Figure 1. The metal 1 layer.
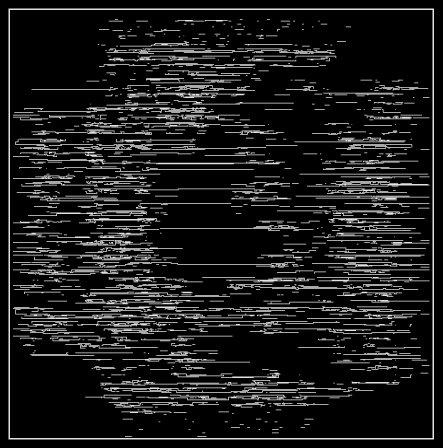
Figure 2. Signal wires on met2.
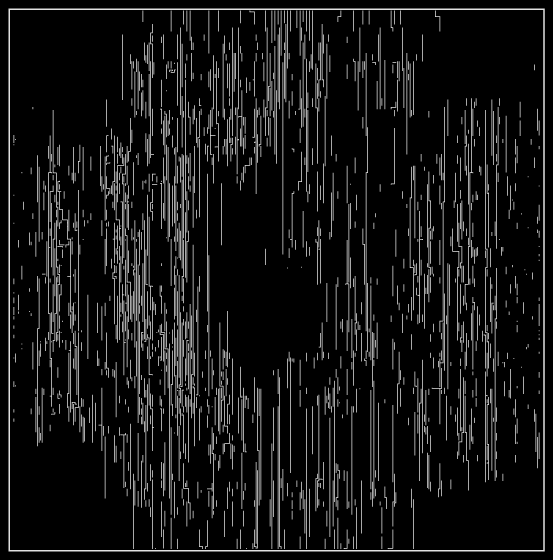
Figure 3. Metal 3.
The bar under the picture is 50 um long. Cells faint in the background.
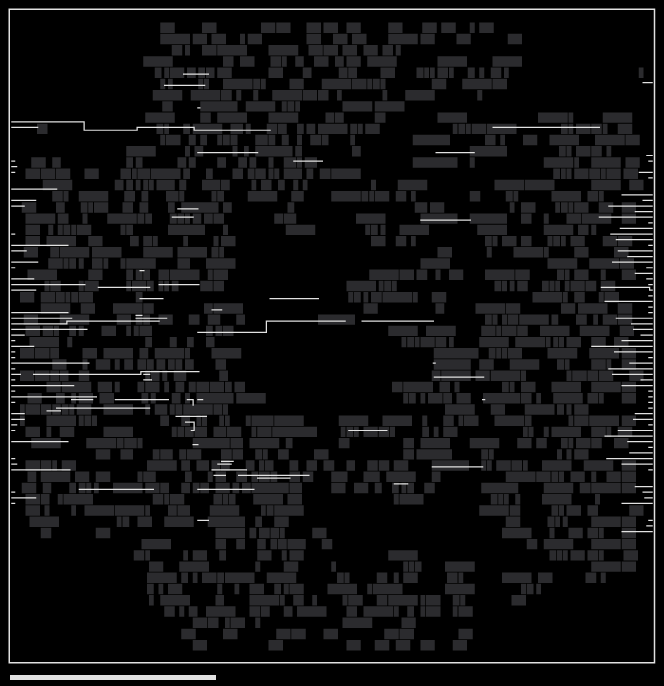
Figure 4. M4 wires.
The bar under the picture is 50 um long.
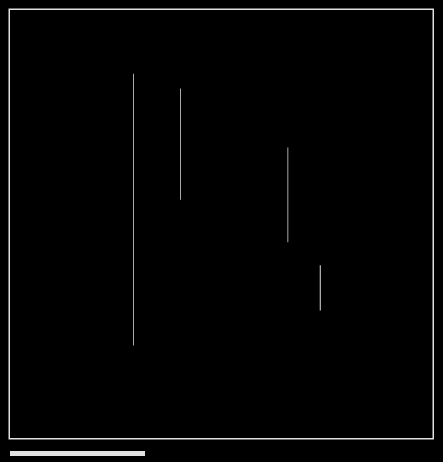
Figure 5. Routing congestion.
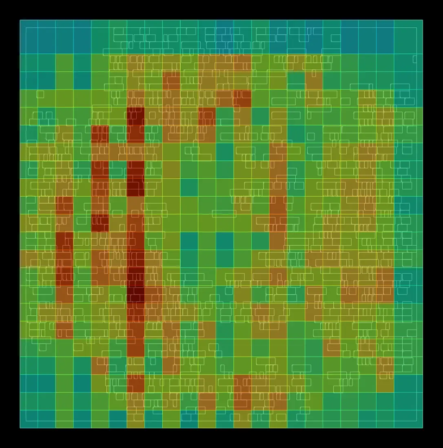
## config.mk

```make
export PLATFORM = sky130hd
export DESIGN_NAME = fetch_stage
export DESIGN_NICKNAME = d
export VERILOG_FILES = /design/src/rtl/fetch_stage.sv
export SDC_FILE = /design/constraint.sdc
export NUM_CORES = 1
export LEC_CHECK = 0
export CORE_AREA = 2 2 154 156
export DETAILED_ROUTE_END_ITERATION = 8
export DIE_AREA = 0 0 156 158
export PLACE_DENSITY = 0.62
export REMOVE_ABC_BUFFERS = 1
export SLEW_MARGIN = 10
export SYNTH_ARGS = -nofsm -noshare
export SYNTH_HDL_FRONTEND = slang
export SYNTH_SLANG_ARGS = --single-unit
```

## constraint.sdc

```tcl
create_clock -name clk -period 3.65 [get_ports clk]
set_input_delay 0.365 -clock clk [delete_from_list [all_inputs] [get_ports clk]]
set_output_delay 0.365 -clock clk [all_outputs]
set_load 0.005 [all_outputs]
```

## src/rtl/fetch_stage.sv

```systemverilog
`default_nettype none
// ============================================================================
// Module   : fetch_stage
// Purpose  : Instruction-fetch stage. Keeps at most one instruction-memory
//            request in flight, presents fetched words to decode through an
//            IF/ID register backed by a one-entry skid buffer, and squashes
//            in-flight or buffered work on a branch redirect.
// Ports    : clk, reset           - clock, synchronous active-high reset
//            stall_i              - decode not accepting; IF/ID held
//            br_taken_i/target_i  - redirect request and target PC
//            imem_req_o/addr_o    - one-cycle request strobe and address
//            imem_rvalid_i/rdata_i- response strobe and instruction word
//            if_valid_o/pc_o/inst_o - IF/ID register contents
// Revision : 1.0 - initial release
// ============================================================================
module fetch_stage #(
  parameter logic [31:0] RESET_PC = 32'h0000_0000
) (
  input  logic        clk,
  input  logic        reset,
  input  logic        stall_i,
  input  logic        br_taken_i,
  input  logic [31:0] br_target_i,
  output logic        imem_req_o,
  output logic [31:0] imem_addr_o,
  input  logic        imem_rvalid_i,
  input  logic [31:0] imem_rdata_i,
  output logic        if_valid_o,
  output logic [31:0] if_pc_o,
  output logic [31:0] if_inst_o
);

  localparam logic [1:0]  ST_IDLE = 2'd0;  // nothing outstanding
  localparam logic [1:0]  ST_WAIT = 2'd1;  // request outstanding, response wanted
  localparam logic [1:0]  ST_KILL = 2'd2;  // request outstanding, response discarded
  localparam logic [31:0] C_NOP   = 32'h0000_0013;

  logic [1:0]  r_state;
  logic [31:0] r_pc;
  logic        r_skid_valid;
  logic [31:0] r_skid_pc;
  logic [31:0] r_skid_inst;
  logic        r_if_valid;
  logic [31:0] r_if_pc;
  logic [31:0] r_if_inst;

  logic        w_issue;
  logic        w_deliver;
  logic        w_slot_free;
  logic [31:0] w_br_pc;
  logic        w_unused_tgt;

  // Redirect targets are forced word aligned; the low bits are never used.
  assign w_br_pc      = {br_target_i[31:2], 2'b00};
  assign w_unused_tgt = ^br_target_i[1:0];

  // A new request goes out only from IDLE with room guaranteed for its
  // response (skid empty), and never in a redirect cycle so that the
  // request always carries the post-redirect PC.
  assign w_issue     = !reset && (r_state == ST_IDLE) && !r_skid_valid && !br_taken_i;
  assign w_deliver   = (r_state == ST_WAIT) && imem_rvalid_i && !br_taken_i;
  assign w_slot_free = !r_if_valid || !stall_i;

  assign imem_req_o  = w_issue;
  assign imem_addr_o = w_issue ? r_pc : 32'h0000_0000;
  assign if_valid_o  = r_if_valid;
  assign if_pc_o     = r_if_pc;
  assign if_inst_o   = r_if_inst;

  // Request FSM and fetch PC
  always_ff @(posedge clk) begin
    if (reset) begin
      r_state <= ST_IDLE;
      r_pc    <= RESET_PC;
    end else begin
      case (r_state)
        ST_IDLE: begin
          if (br_taken_i) begin
            r_pc <= w_br_pc;
          end else if (w_issue) begin
            r_state <= ST_WAIT;
          end
        end
        ST_WAIT: begin
          if (br_taken_i) begin
            r_pc <= w_br_pc;
            // A response landing with the redirect is simply dropped;
            // otherwise it is still on its way and must be swallowed later.
            r_state <= imem_rvalid_i ? ST_IDLE : ST_KILL;
          end else if (imem_rvalid_i) begin
            r_pc    <= r_pc + 32'd4;
            r_state <= ST_IDLE;
          end
        end
        ST_KILL: begin
          if (br_taken_i) begin
            r_pc <= w_br_pc;
          end
          // The stale response closes the transaction even if a further
          // redirect arrives in the same cycle.
          if (imem_rvalid_i) begin
            r_state <= ST_IDLE;
          end
        end
        default: r_state <= ST_IDLE;
      endcase
    end
  end

  // IF/ID register and skid buffer
  always_ff @(posedge clk) begin
    if (reset) begin
      r_if_valid   <= 1'b0;
      r_if_pc      <= 32'h0000_0000;
      r_if_inst    <= C_NOP;
      r_skid_valid <= 1'b0;
      r_skid_pc    <= 32'h0000_0000;
      r_skid_inst  <= 32'h0000_0000;
    end else if (br_taken_i) begin
      r_if_valid   <= 1'b0;
      r_if_inst    <= C_NOP;
      r_skid_valid <= 1'b0;
    end else if (w_slot_free) begin
      // Skid is older than anything arriving now; a delivery cannot coincide
      // with a full skid because no request is issued while it is full.
      if (r_skid_valid) begin
        r_if_valid   <= 1'b1;
        r_if_pc      <= r_skid_pc;
        r_if_inst    <= r_skid_inst;
        r_skid_valid <= 1'b0;
      end else if (w_deliver) begin
        r_if_valid <= 1'b1;
        r_if_pc    <= r_pc;
        r_if_inst  <= imem_rdata_i;
      end else begin
        r_if_valid <= 1'b0;
      end
    end else if (w_deliver) begin
      r_skid_valid <= 1'b1;
      r_skid_pc    <= r_pc;
      r_skid_inst  <= imem_rdata_i;
    end
  end

endmodule
`default_nettype wire

```

==> impl_metrics.json <==
{
  "lay_top_cells": "165 x nand2_1, 159 x clkdlybuf4s50_1, 157 x dfxtp_1",
  "dpl_cell_area_um2": 9020,
  "ys_sh_xor_pct": 0,
  "hold_buffers": 0,
  "io_buffers": 160,
  "cpPeakStageDelay_ns": 0.55,
  "top_cells_by_area": "dfxtp_1 44%, mux2i_1 9.6%, nand2_1 8.6%, a211oi_1 7.1%, a21oi_1 6.0%",
  "ys_sh_adder_pct": 0.173,
  "ys_sh_aoi_pct": 18.6,
  "wl_met2_mm": 9.49,
  "pwr_density_cell_nw_per_um2": 417,
  "p_clk_mw": 1.84,
  "post_cts_buffers": 0,
  "final_cells": 1307,
  "final_cell_area_um2": 9620,
  "clockBufferCount": 20,
  "yosys_warnings": 0,
  "cts-htree-levels": 4,
  "cts-root-buf": "clkbuf_16",
  "pre_cts_ws_ns": 0.576,
  "postSynthCellCount": 888,
  "pg_comb_uw": 348,
  "flops": 158,
  "synthTopCellsByCount": "165 x nand2_1, 158 x dfxtp_1, 87 x a21oi_1",
  "rr_endpoint": "r_pc[30]",
  "clkPwrFrac_pct": 45.8,
  "grt_pass1_vias": 6135,
  "cts_resized": 0,
  "dr_wl_met3_mm": 1.07,
  "worst_pin_slew_ns": 0.992,
  "synth_cell_types": 56,
  "comb_cells": 645,
  "power_switching_share_pct": 24.6,
  "tapCellCount": 290,
  "worst_path_max_delay_cell": "clkdlybuf4s50_1",
  "p_seq_mw": 1.83,
  "async_flop_share_pct": 0,
  "cp-startpoint": "br_taken_i",
  "fin_crit_sh_pct": 82.2,
  "mux_share_pct": 9.57,
  "critPathTopFamily": "buffers and inverters",
  "status": "finished, final reports clean",
  "ff_type": "dfxtp_1",
  "dpl.hpwl_mm": 13.9,
  "clockBufferDepth": 2,
  "highest_layer": "met4",
  "cellLeakagePower_nw": 3.04,
  "logic_family": "simple AND/OR/NAND/NOR gates",
  "ant_nets": 0,
  "drt-initial-drc-count": 422,
  "critPathBufInv": 3,
  "grt_setup_unrepaired": "no",
  "ys_sh_simple_pct": 22.7,
  "viasPerCell": 5.07,
  "largest_class": "logic gates",
  "crit_type": "in2out",
  "edf_count": 0
}
## Picture notes: Figure 1
main direction	horizontal
wire length on this layer	10,300 um
share of all routed wire	49%
nets with wire on the layer	983
longest straight run	47.4 um

## Picture notes: Figure 2
main direction	vertical
wire length on this layer	9,490 um
share of all routed wire	45%
met2 Use GR: 27.6%
Routed WL: 21.1 mm
via count: 6,632

## Picture notes: Figure 3
main direction	horizontal
wire length on this layer	1,070 um
met3 Use GR: 3.42%

## Picture notes: Figure 4
longest straight run	100 um
wire length on this layer	192 um
nets with wire on the layer	2

## Picture notes: Figure 5
Core Util, Final: 41.7%
GRT Total Usage: 17.2%
mean routed wirelength per cell: 16.1 um
GRT busiest layer: met2
met1 Use GR: 23.6%

